==> src/rtl/tdm_demux4.sv <==
// tdm_demux4 - four-slot time-division demultiplexer.
//
// Receive end of a 4:1 serialiser lane. Each accepted beat is steered into a
// slot by a frame-synchronised slot counter. When the slot-3 beat arrives, the
// complete frame is published on o with a one-cycle frame_valid strobe. Loss of
// framing is flagged on err and recovered automatically at the next sof beat.
//
// Ports
//   clk          sole clock, rising edge
//   rst          asynchronous reset, active high
//   din[W]       serial lane data, one slot per accepted beat
//   din_valid    beat qualifier
//   sof          start-of-frame, marks the beat as slot 0 (only with din_valid)
//   o[4W]        last complete frame, slot k at o[W*k +: W]
//   frame_valid  one-cycle pulse, o has just been updated
//   sel[2]       slot that the next accepted beat will be written to
//   locked       high while frame sync is held
//   err          one-cycle pulse on a framing error
//
// state  | meaning
// -------+-----------------------------------------------------------
// HUNT   | no frame sync; sof=0 beats are dropped, a sof beat locks
// LOCKED | slot counter valid; beats fill slots 0..3 in order

module tdm_demux4 #(
    parameter int W = 1
) (
    input  logic           clk,
    input  logic           rst,
    input  logic [W-1:0]   din,
    input  logic           din_valid,
    input  logic           sof,
    output logic [4*W-1:0] o,
    output logic           frame_valid,
    output logic [1:0]     sel,
    output logic           locked,
    output logic           err
);

    typedef enum logic {
        HUNT   = 1'b0,
        LOCKED = 1'b1
    } state_t;

    state_t               state_q, state_d;
    logic [1:0]           sel_q, sel_d;
    logic [2:0][W-1:0]    shadow_q, shadow_d;
    logic [4*W-1:0]       o_q, o_d;
    logic                 fv_q, fv_d;
    logic                 err_q, err_d;

    always_ff @(posedge clk or posedge rst) begin
        if (rst) begin
            state_q  <= HUNT;
            sel_q    <= 2'd0;
            shadow_q <= '0;
            o_q      <= '0;
            fv_q     <= 1'b0;
            err_q    <= 1'b0;
        end else begin
            state_q  <= state_d;
            sel_q    <= sel_d;
            shadow_q <= shadow_d;
            o_q      <= o_d;
            fv_q     <= fv_d;
            err_q    <= err_d;
        end
    end

    always_comb begin
        state_d  = state_q;
        sel_d    = sel_q;
        shadow_d = shadow_q;
        o_d      = o_q;
        fv_d     = 1'b0;
        err_d    = 1'b0;

        if (din_valid) begin
            case (state_q)
                HUNT: begin
                    if (sof) begin
                        shadow_d[0] = din;
                        sel_d       = 2'd1;
                        state_d     = LOCKED;
                    end
                end
                LOCKED: begin
                    if (sof) begin
                        // An sof beat always restarts the frame; only an sof
                        // arriving mid-frame is a framing error.
                        err_d       = (sel_q != 2'd0);
                        shadow_d[0] = din;
                        sel_d       = 2'd1;
                    end else begin
                        case (sel_q)
                            2'd0: begin
                                err_d   = 1'b1;
                                sel_d   = 2'd0;
                                state_d = HUNT;
                            end
                            2'd1: begin
                                shadow_d[1] = din;
                                sel_d       = 2'd2;
                            end
                            2'd2: begin
                                shadow_d[2] = din;
                                sel_d       = 2'd3;
                            end
                            default: begin
                                // Slot 3 goes straight to the output word.
                                o_d   = {din, shadow_q[2], shadow_q[1], shadow_q[0]};
                                fv_d  = 1'b1;
                                sel_d = 2'd0;
                            end
                        endcase
                    end
                end
                default: begin
                    state_d = HUNT;
                    sel_d   = 2'd0;
                end
            endcase
        end
    end

    assign o           = o_q;
    assign frame_valid = fv_q;
    assign sel         = sel_q;
    assign locked      = (state_q == LOCKED);
    assign err         = err_q;

endmodule

==> config.mk <==
export PLATFORM = sky130hd
export DESIGN_NAME = tdm_demux4
export DESIGN_NICKNAME = d
export VERILOG_FILES = /design/src/rtl/tdm_demux4.sv
export SDC_FILE = /design/constraint.sdc
export NUM_CORES = 1
export LEC_CHECK = 0
export ABC_CLOCK_PERIOD_IN_PS = 1150
export CAP_MARGIN = 20
export CELL_PAD_IN_SITES_DETAIL_PLACEMENT = 0
export CELL_PAD_IN_SITES_GLOBAL_PLACEMENT = 1
export CORE_MARGIN = 1.5
export CORE_UTILIZATION = 30
export DETAILED_ROUTE_END_ITERATION = 8
export PLACE_DENSITY = 0.76
export SLEW_MARGIN = 20
export SYNTH_ARGS = -nofsm -noshare
export SYNTH_HDL_FRONTEND = slang
export SYNTH_SLANG_ARGS = --single-unit
==> constraint.sdc <==
create_clock -name clk -period 1.15 [get_ports clk]
set_input_delay 0.23 -clock clk [delete_from_list [all_inputs] [get_ports clk]]
set_output_delay 0.23 -clock clk [all_outputs]
set_load 0.01 [all_outputs]
Nets reached from selected ports:
Drawn at 8 px/um.
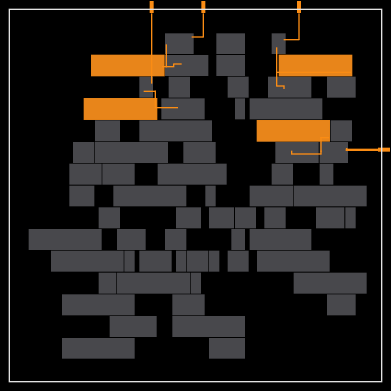
orange -> o  # bits 4, direction output, edge 3 top, 1 right, end cells 4, buffers 4, wire 55.8 um
IO Port Bufs: 13
IO Count: 14

Clock wiring as the flow saved it:
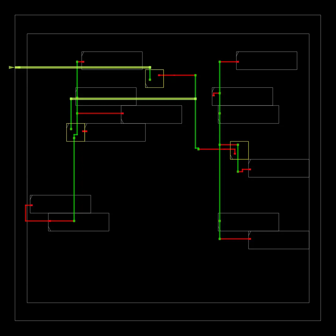
Seq cells: 12
clock buffer count in the final layout: 3
Clk power: 244 uW
clock skew: 0.00307 ns

Signal wires on met2:
Drawn at 10 px/um. Cells faint in the background.
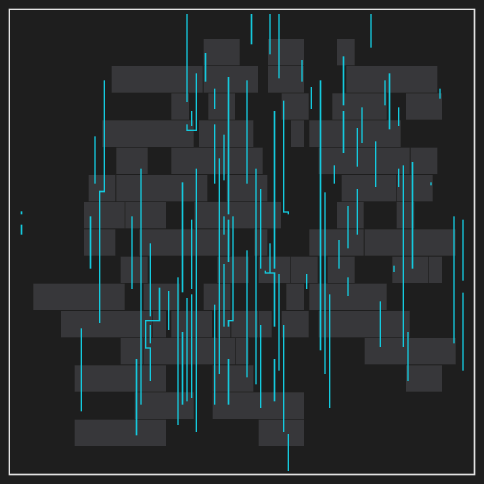
wire length on this layer = 610 um
longest straight run = 26.9 um
main direction = vertical
nets with wire on the layer = 63
drt total wl: 1180 um
grt met2 use: 21.9%
via count: 388

Clock distribution:
Drawn at 10 px/um.
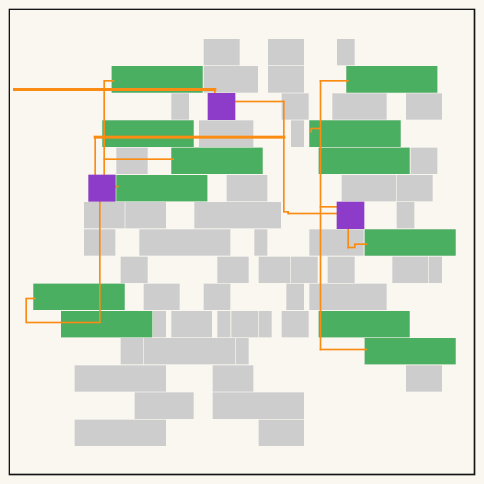
purple -> cells driving clock nets  # count 3
orange -> clock wires  # length 157 um
green -> flip-flops  # count 12
routed clock nets = 4
Clock Power Share: 13.6%
Clock Latency Late Sink: 0.27 ns

Placement by cell class:
Drawn at 8 px/um. Fill, decap, tap and diode cells in grey.
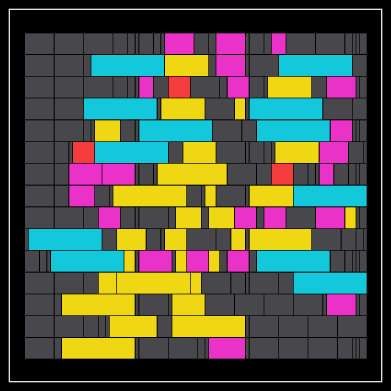
magenta -> other buffers and delay cells  # cells 22
red -> cells driving clock nets  # cells 3
yellow -> all other logic  # cells 29
cyan -> flip-flops  # cells 12
flop share of the area: 32.9%
Final Core Density: 52.3%
final instance area: 912 um2
FP Rows: 15

==> flow_metrics.tcl <==
# implementation run metrics
set metrics [dict create \
    status "finished with violations" \
    violations "setup timing" \
    syn2layout_area_growth_pct 61.6 \
    top_cells_by_area "dfrtp_1, mux2_2, ha_1" \
    pwr-share-comb_pct 50.2 \
    gp_congestion 0.722 \
    required_ns 1.31 \
    nNetsFinal 78 \
    grt_max_degree 13 \
    final-hold-violation-count 0 \
    core_mm2 0.00175 \
    overflow 0 \
    cts_tree "done" \
    max_freq_mhz 797 \
    num_antenna_cells 0 \
    path_max_fanout 3 \
    peakVddDrop_mv 0.959 \
    yosys_cells 43 \
    synth_cells 43 \
    grt_use_total_pct 12.7 \
    antenna_found_initial 0 \
    ys_area_um2 564 \
    wl_per_cell_um 13.0 \
    vias_per_cell 4.26 \
    max-cap-violations 0 \
    yosys_warnings 0 \
    h-tree-depth 1 \
    drt_pass1_iterations 2 \
    die_w_um 46.4 \
    first_global_vias 399 \
    placed_area_um2 769 \
    flop_cell "dfrtp_1" \
    layout_min_cycle_time_ns 1.25 \
    synth-edff-count 0 \
    hp-class "input port to asynchronous set/reset pin" \
    sw_frac_of_total_pct 33.6 \
    cp_data_arrival_time_ns 1.41 \
    slew_violations 0 \
    warnings 32 \
    top_power_group "combinational logic" \
    setup_slack_ns -0.105 \
    fin_crit_sh_pct 109 \
    dp.cells 85 \
    seq_power_share_pct 36.2 \
    instances_no_fill 91 \
    drive_gt1_share_pct 50.0 \
    finalSetupViolations 8 \
    route.detailed.drc 0 \
    cts-root-buf "clkbuf_4" \
    layout_top_cells "dfrtp_1, buf_4, mux2_4, ha_4" \
    dp_slack_ns -0.304 \
    top_area_cell "dfrtp_1" \
    p_leak_uw 0.000437 \
    die_h_um 46.4 \
    layout_top_cell "dfrtp_1" \
    grt_pass1_wl_um 1800 \
    top_area_share_pct 53.2 \
    async_flop_share_pct 100 \
    worstSetupPathType "register to register" \
    ys_top_cells_by_count "dfrtp_1, mux2_2, inv_1" \
    initCoreUtil_pct 32.3 \
    synth_flops 12 \
    rsz0062_at_grt "true" \
    internal-power_uw 1200 \
    hold_ws_ns 0.251 \
    p_seq_uw 652 \
    p_switching_uw 605 \
    synth.most_common_cell "dfrtp_1" \
    powerDensity_mw_per_mm2 1970 \
    p_total_uw 1800 \
    clockBufferDepth 2 \
    start_kind "register" \
    cts-resized-gates 32 \
    dp_hpwl_um 811 \
    p_comb_uw 904 \
    ys_seq_share_pct 53.2 \
    slew_headroom_pct 83.8 \
    ys_types 15 \
    numCtsBuffers 3 \
    avgSynthCellArea_um2 13.1 \
    cts_num_sinks 12 \
    end_kind "register" \
    worst_pin_slew_ns 0.243 \
    clk_pin_slew_ns 0.07 \
    ant_nets 0 \
    tns_ns -0.600 \
    dieArea_mm2 0.00215 \
    postCtsHoldBufs 0 \
    post_cts_buffers 3 \
    first_iter_violations 3 \
    synth.cell_area_um2 564 \
    syn-num-nets 53 \
]
==> worst max-delay path: stages, from the launching register on <==
cell      delay, ns
dfrtp_1        0.39
buf_6          0.15
inv_6          0.07
ha_4           0.13
nand4b_1       0.11
mux2_4         0.31
==> layout make-up <==
class,instances,area [um2]
timing repair buffer,22,193
sequential,12,300
multi-input combinational,23,335
fill,148,833
inverter,6,30.0
clock buffer,3,22.5
tap,25,31.3
==> path summary, 6_finish.rpt <==
kind | start | endpoint | slack (ns) | depth (start not counted)
min | rst | o[1]$_DFFE_PP0P_ | 0.25 | 3
max reg2reg | sel[1]$_DFFE_PP0P_ | shadow_q[1]$_DFFE_PP0P_ | -0.10 | 5
min reg2reg | o[1]$_DFFE_PP0P_ | o[1]$_DFFE_PP0P_ | 0.51 | 1
min in group clk | sof | shadow_q[0]$_DFFE_PP0P_ | 0.42 | 3
max in group asynchronous | rst | sel[1]$_DFFE_PP0P_ | 0.74 | 3
max | sel[1]$_DFFE_PP0P_ | shadow_q[1]$_DFFE_PP0P_ | -0.10 | 5
==> cells by family (layout without fill, tap and decap cells) <==
family | count (synthesis) | in the layout | synth area share (%)
compound gates | 5 | 5 | 6.65
mux | 7 | 7 | 14.0
buf+inv | 8 | 31 | 5.76
fa+ha+maj | 5 | 5 | 11.1
simple gates | 6 | 6 | 9.31
flops | 12 | 12 | 53.2
==> metal layers <==
metal | vias up | wire length [um] | share of wire, % | GRT usage [%]
li1 | 197 | - | - | -
met1 | 181 | 515 | 44 | 13.8
met2 | 10 | 609 | 52 | 21.9
met3 | 0 | 55 | 4.7 | 5.88
met4 | 0 | 0 | 0 | 3.43
met5 | - | 0 | 0 | 0
==> state kept, by name, summed over array words and instances, names as in the netlist <==
name	flops
err	1
locked	1
sel	2
o	4
frame_valid	1
shadow_q	3
Power and IR drop assume default switching activity.
